==> src/rtl/z80_io_bridge.sv <==
// Z80 I/O front end: synchronises and glitch-filters CPU strobes, queues writes, and issues held REQ/ACK requests to the VDP.
// Latency: raw strobe edge to req is 2+FILTER_LEN+2 cycles on an idle bridge; requests wait for ack, and writes beyond FIFO_DEPTH are dropped.
module z80_io_bridge #(
  parameter int ADDR_W     = 2,
  parameter int FILTER_LEN = 3,
  parameter int FIFO_DEPTH = 4
) (
  input  logic                          clk,
  input  logic                          reset,
  input  logic                          csr_n,
  input  logic                          csw_n,
  input  logic [ADDR_W-1:0]             port_adr,
  input  logic [7:0]                    cd_in,
  output logic [7:0]                    cd_out,
  output logic                          cd_oe,
  output logic                          req,
  output logic                          wrt,
  output logic [15:0]                   adr,
  output logic [7:0]                    dbo,
  input  logic                          ack,
  input  logic [7:0]                    dbi,
  output logic [$clog2(FIFO_DEPTH):0]   fifo_level,
  output logic                          overflow,
  output logic                          bus_err,
  input  logic                          err_clr
);

  localparam int PTR_W = $clog2(FIFO_DEPTH);
  localparam int LVL_W = PTR_W + 1;
  localparam int CNT_W = (FILTER_LEN > 1) ? $clog2(FILTER_LEN) : 1;
  localparam logic [CNT_W-1:0] CNT_MAX = CNT_W'(FILTER_LEN - 1);
  localparam int ENT_W = ADDR_W + 8;

  typedef enum logic [1:0] {S_IDLE, S_WR, S_RD} state_t;

  // Strobe vectors: bit 0 = write strobe, bit 1 = read strobe.
  logic [1:0]        r_sync1, r_sync2, r_filt, r_filt_d;
  logic [CNT_W-1:0]  r_cnt [2];
  logic [ADDR_W-1:0] r_adr_s1, r_adr_s2;
  logic [7:0]        r_dat_s1, r_dat_s2;

  logic [ENT_W-1:0]  r_mem [FIFO_DEPTH];
  logic [PTR_W-1:0]  r_wptr, r_rptr;
  logic [LVL_W-1:0]  r_level;

  logic              r_rd_pend;
  logic [ADDR_W-1:0] r_rd_adr;
  logic              r_overflow, r_bus_err;

  state_t            r_state, w_state_nxt;
  logic              r_req, r_wrt;
  logic [ADDR_W-1:0] r_adr;
  logic [7:0]        r_dbo, r_cd_out;

  logic              w_ev_wr, w_ev_rd, w_push_req, w_push, w_pop, w_full;
  logic              w_issue_wr, w_issue_rd, w_rd_done;
  logic              w_rd_set, w_ovf_set, w_err_set;
  logic [ENT_W-1:0]  w_head;

  always_ff @(posedge clk or posedge reset) begin
    if (reset) begin
      r_sync1  <= '1;
      r_sync2  <= '1;
      r_filt   <= '1;
      r_filt_d <= '1;
      r_adr_s1 <= '0;
      r_adr_s2 <= '0;
      r_dat_s1 <= '0;
      r_dat_s2 <= '0;
      for (int i = 0; i < 2; i++) r_cnt[i] <= '0;
    end else begin
      r_sync1  <= {csr_n, csw_n};
      r_sync2  <= r_sync1;
      r_filt_d <= r_filt;
      r_adr_s1 <= port_adr;
      r_adr_s2 <= r_adr_s1;
      r_dat_s1 <= cd_in;
      r_dat_s2 <= r_dat_s1;
      // Accept a new level only after FILTER_LEN consecutive differing samples.
      for (int i = 0; i < 2; i++) begin
        if (r_sync2[i] != r_filt[i]) begin
          if (r_cnt[i] == CNT_MAX) begin
            r_filt[i] <= r_sync2[i];
            r_cnt[i]  <= '0;
          end else begin
            r_cnt[i]  <= r_cnt[i] + CNT_W'(1);
          end
        end else begin
          r_cnt[i] <= '0;
        end
      end
    end
  end

  assign w_ev_wr    = r_filt_d[0] & ~r_filt[0];
  assign w_ev_rd    = r_filt_d[1] & ~r_filt[1];
  assign w_full     = (r_level == LVL_W'(FIFO_DEPTH));
  assign w_push_req = w_ev_wr & ~w_ev_rd;
  assign w_push     = w_push_req & (~w_full | w_pop);
  assign w_ovf_set  = w_push_req & w_full & ~w_pop;
  assign w_rd_set   = w_ev_rd & ~w_ev_wr & ~r_rd_pend;
  assign w_err_set  = (w_ev_wr & w_ev_rd) | (w_ev_rd & ~w_ev_wr & r_rd_pend);
  assign w_head     = r_mem[r_rptr];

  always_ff @(posedge clk) begin
    if (w_push) r_mem[r_wptr] <= {r_adr_s2, r_dat_s2};
  end

  always_ff @(posedge clk or posedge reset) begin
    if (reset) begin
      r_wptr     <= '0;
      r_rptr     <= '0;
      r_level    <= '0;
      r_rd_pend  <= 1'b0;
      r_rd_adr   <= '0;
      r_overflow <= 1'b0;
      r_bus_err  <= 1'b0;
    end else begin
      if (w_push) r_wptr <= r_wptr + PTR_W'(1);
      if (w_pop)  r_rptr <= r_rptr + PTR_W'(1);
      case ({w_push, w_pop})
        2'b10:   r_level <= r_level + LVL_W'(1);
        2'b01:   r_level <= r_level - LVL_W'(1);
        default: r_level <= r_level;
      endcase
      if (w_rd_set) begin
        r_rd_pend <= 1'b1;
        r_rd_adr  <= r_adr_s2;
      end else if (w_rd_done) begin
        r_rd_pend <= 1'b0;
      end
      if (err_clr)        r_overflow <= 1'b0;
      else if (w_ovf_set) r_overflow <= 1'b1;
      if (err_clr)        r_bus_err  <= 1'b0;
      else if (w_err_set) r_bus_err  <= 1'b1;
    end
  end

  always_ff @(posedge clk or posedge reset) begin
    if (reset) r_state <= S_IDLE;
    else       r_state <= w_state_nxt;
  end

  // Queued writes always go before a pending read.
  always_comb begin
    w_state_nxt = r_state;
    w_issue_wr  = 1'b0;
    w_issue_rd  = 1'b0;
    w_pop       = 1'b0;
    w_rd_done   = 1'b0;
    case (r_state)
      S_IDLE: begin
        if (r_level != '0) begin
          w_issue_wr  = 1'b1;
          w_state_nxt = S_WR;
        end else if (r_rd_pend) begin
          w_issue_rd  = 1'b1;
          w_state_nxt = S_RD;
        end
      end
      S_WR: begin
        if (ack) begin
          w_pop       = 1'b1;
          w_state_nxt = S_IDLE;
        end
      end
      S_RD: begin
        if (ack) begin
          w_rd_done   = 1'b1;
          w_state_nxt = S_IDLE;
        end
      end
      default: w_state_nxt = S_IDLE;
    endcase
  end

  always_ff @(posedge clk or posedge reset) begin
    if (reset) begin
      r_req    <= 1'b0;
      r_wrt    <= 1'b0;
      r_adr    <= '0;
      r_dbo    <= '0;
      r_cd_out <= '0;
    end else begin
      if (w_issue_wr) begin
        r_req <= 1'b1;
        r_wrt <= 1'b1;
        r_adr <= w_head[ENT_W-1:8];
        r_dbo <= w_head[7:0];
      end else if (w_issue_rd) begin
        r_req <= 1'b1;
        r_wrt <= 1'b0;
        r_adr <= r_rd_adr;
      end else if (w_pop || w_rd_done) begin
        r_req <= 1'b0;
        r_wrt <= 1'b0;
      end
      if (w_rd_done) r_cd_out <= dbi;
    end
  end

  assign req        = r_req;
  assign wrt        = r_wrt;
  assign adr        = {{(16-ADDR_W){1'b0}}, r_adr};
  assign dbo        = r_dbo;
  assign cd_out     = r_cd_out;
  assign cd_oe      = ~csr_n;
  assign fifo_level = r_level;
  assign overflow   = r_overflow;
  assign bus_err    = r_bus_err;

endmodule

==> config.mk <==
export PLATFORM = sky130hd
export DESIGN_NAME = z80_io_bridge
export DESIGN_NICKNAME = d
export VERILOG_FILES = /design/src/rtl/z80_io_bridge.sv
export SDC_FILE = /design/constraint.sdc
export NUM_CORES = 1
export LEC_CHECK = 0
export ABC_CLOCK_PERIOD_IN_PS = 2100
export CORE_ASPECT_RATIO = 0.75
export CORE_MARGIN = 2
export CORE_UTILIZATION = 30
export CTS_CLUSTER_DIAMETER = 150
export CTS_CLUSTER_SIZE = 24
export DETAILED_ROUTE_END_ITERATION = 10
export PLACE_DENSITY = 0.57
export REMOVE_ABC_BUFFERS = 1
export SYNTH_ARGS = -nofsm -noshare
export SYNTH_HDL_FRONTEND = slang
export SYNTH_SLANG_ARGS = --single-unit
==> constraint.sdc <==
create_clock -name clk -period 2.1 [get_ports clk]
set_input_delay 0.315 -clock clk [delete_from_list [all_inputs] [get_ports clk]]
set_output_delay 0.315 -clock clk [all_outputs]
set_load 0.01 [all_outputs]
==> images/power_grid.png <==
The bar under the picture is 50 um long. Pins as bars on the die edge.
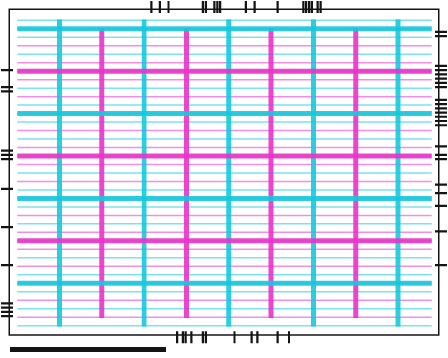
Cyan marks VSS. Magenta marks VDD.
7 straps on met5. The core has 36 rows. 64 signal pins sit on the boundary.
die y size: 103.9 um
core area: 13020 um^2

==> images/placement_by_type.png <==
The bar under the picture is 50 um long.
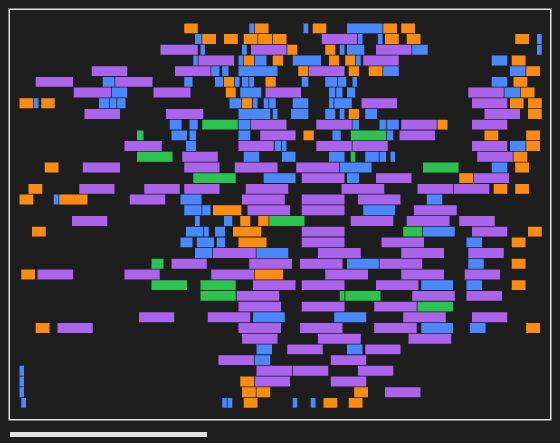
Orange marks remaining buffers and delay cells, cells 71. Purple marks sequential cells, cells 106. Green marks clock drivers and dummy loads, cells 16. Blue marks combinational and other logic, cells 120.
Final Cell Area: 5197 um^2
Row Count: 36
sequential share of cell area: 0.5508
Core Util, Final: 0.3993

==> impl_metrics.ini <==
; synthesis and place-and-route metrics
[routing]
drtIter0Drc = 103
dr.pass1.iters = 4
vias = 2003
wire_per_inst_um = 13.49
wl_met1_um = 2980
dr_wl_met2_um = 3060
routed_via_density = 4.138

[power]
p_total_mw = 7.297
seqPwrFrac = 0.421
powerDensity_nw_per_um2 = 1404
cell_internal_pwr_mw = 5.228
leakage_nw = 2.052
peakVddDrop_mv = 0.5073
pwr-share-comb = 0.343
pg_seq_mw = 3.08

[die]
ios = 64
tap_cells = 171
die_w_um = 137.3

[yosys]
simple_gate_area_frac = 0.03508
ys_cells = 231
ys_area_um2 = 3995
top_cell = dfrtp_1
netlist_top_cells_count = dfrtp_1, edfxtp_1, mux2_2
syn_area_per_cell_um2 = 17.29
synth.distinct_cells = 35
ys_ff = 106
yosys_warnings = 0

[critical_path]
worstSetupEndpoint = fifo_level[2]
crit_chain = ha_4 > a211oi_4 > a2111oi_4 > inv_1 > ha_2 > inv_2 > fa_2 > xor2_1 > nor2_1 > xor2_1
crit_top_cell = xor2_1
cp-startpoint = r_state[0]
r2r_start = r_state[0]
worst-setup-path-type = reg -> reg
crit_path_end_kind = flip-flop
critPathMaxStageDelay_ps = 410
startpoint_type = flip-flop
arrival_ps = 2410

[sta]
final.setup.worst_slack_ps = -46.16
period_used_share = 1.022
whs_ps = 347.1
max_freq_ghz = 0.4659
fin_setup_tns_ps = -46.16
finalSetupViolCount = 1
timing.final.max_slew_violations = 0

[worst_hold_path]
whs_path_depth = 0
hold_class = reg -> reg
holdPathEnd = r_dat_s2[1]

[clock_network]
cts_buffers = 9
cts.htree.levels = 3
cts_tree = done
ctsResizeCount = 6
post_cts_buffers = 2

[job]
tool_warnings = 31

[grt]
antenna_found_initial = 0
grt_max_degree = 67
grt_pass1_vias = 2085
grt_overflow_total = 0

[final_layout]
bufAreaShareNonClock = 0.1382
largest_reg_flops = 40
num_antenna_cells = 0
clkCellAreaFrac = 0.06066
seqCellArea_um2 = 2863
stdcell_count = 484
mi_logic_area_um2 = 1039
area_growth_pct = 30.10
seq_cell_count = 106

[outcome]
status = complete, but fails checks
violations = negative setup slack

[placement]
dpl.cell_count = 465
gp_congestion = 0.7293
place_hpwl_um = 4216
io_buffers = 49
==> images/clk_routes.png <==
The bar under the picture is 50 um long.
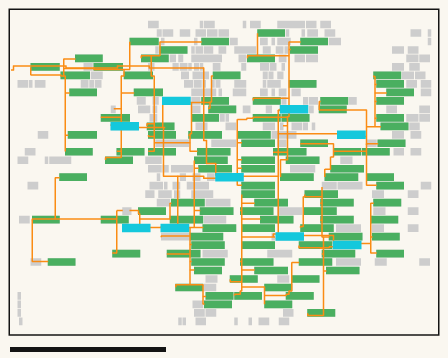
Orange marks clock wires, length 1200 um. Green marks flip-flops, count 106. Cyan marks clock drivers, count 9.
Position of the flops: all over the die. There are 10 routed clock nets.
Clk pwr share: 0.236
clock skew after layout: 8.256 ps
clk latency late pin: 340 ps
Clock net power: 1.72 mW

Power is estimated from default activity; no workload was simulated.
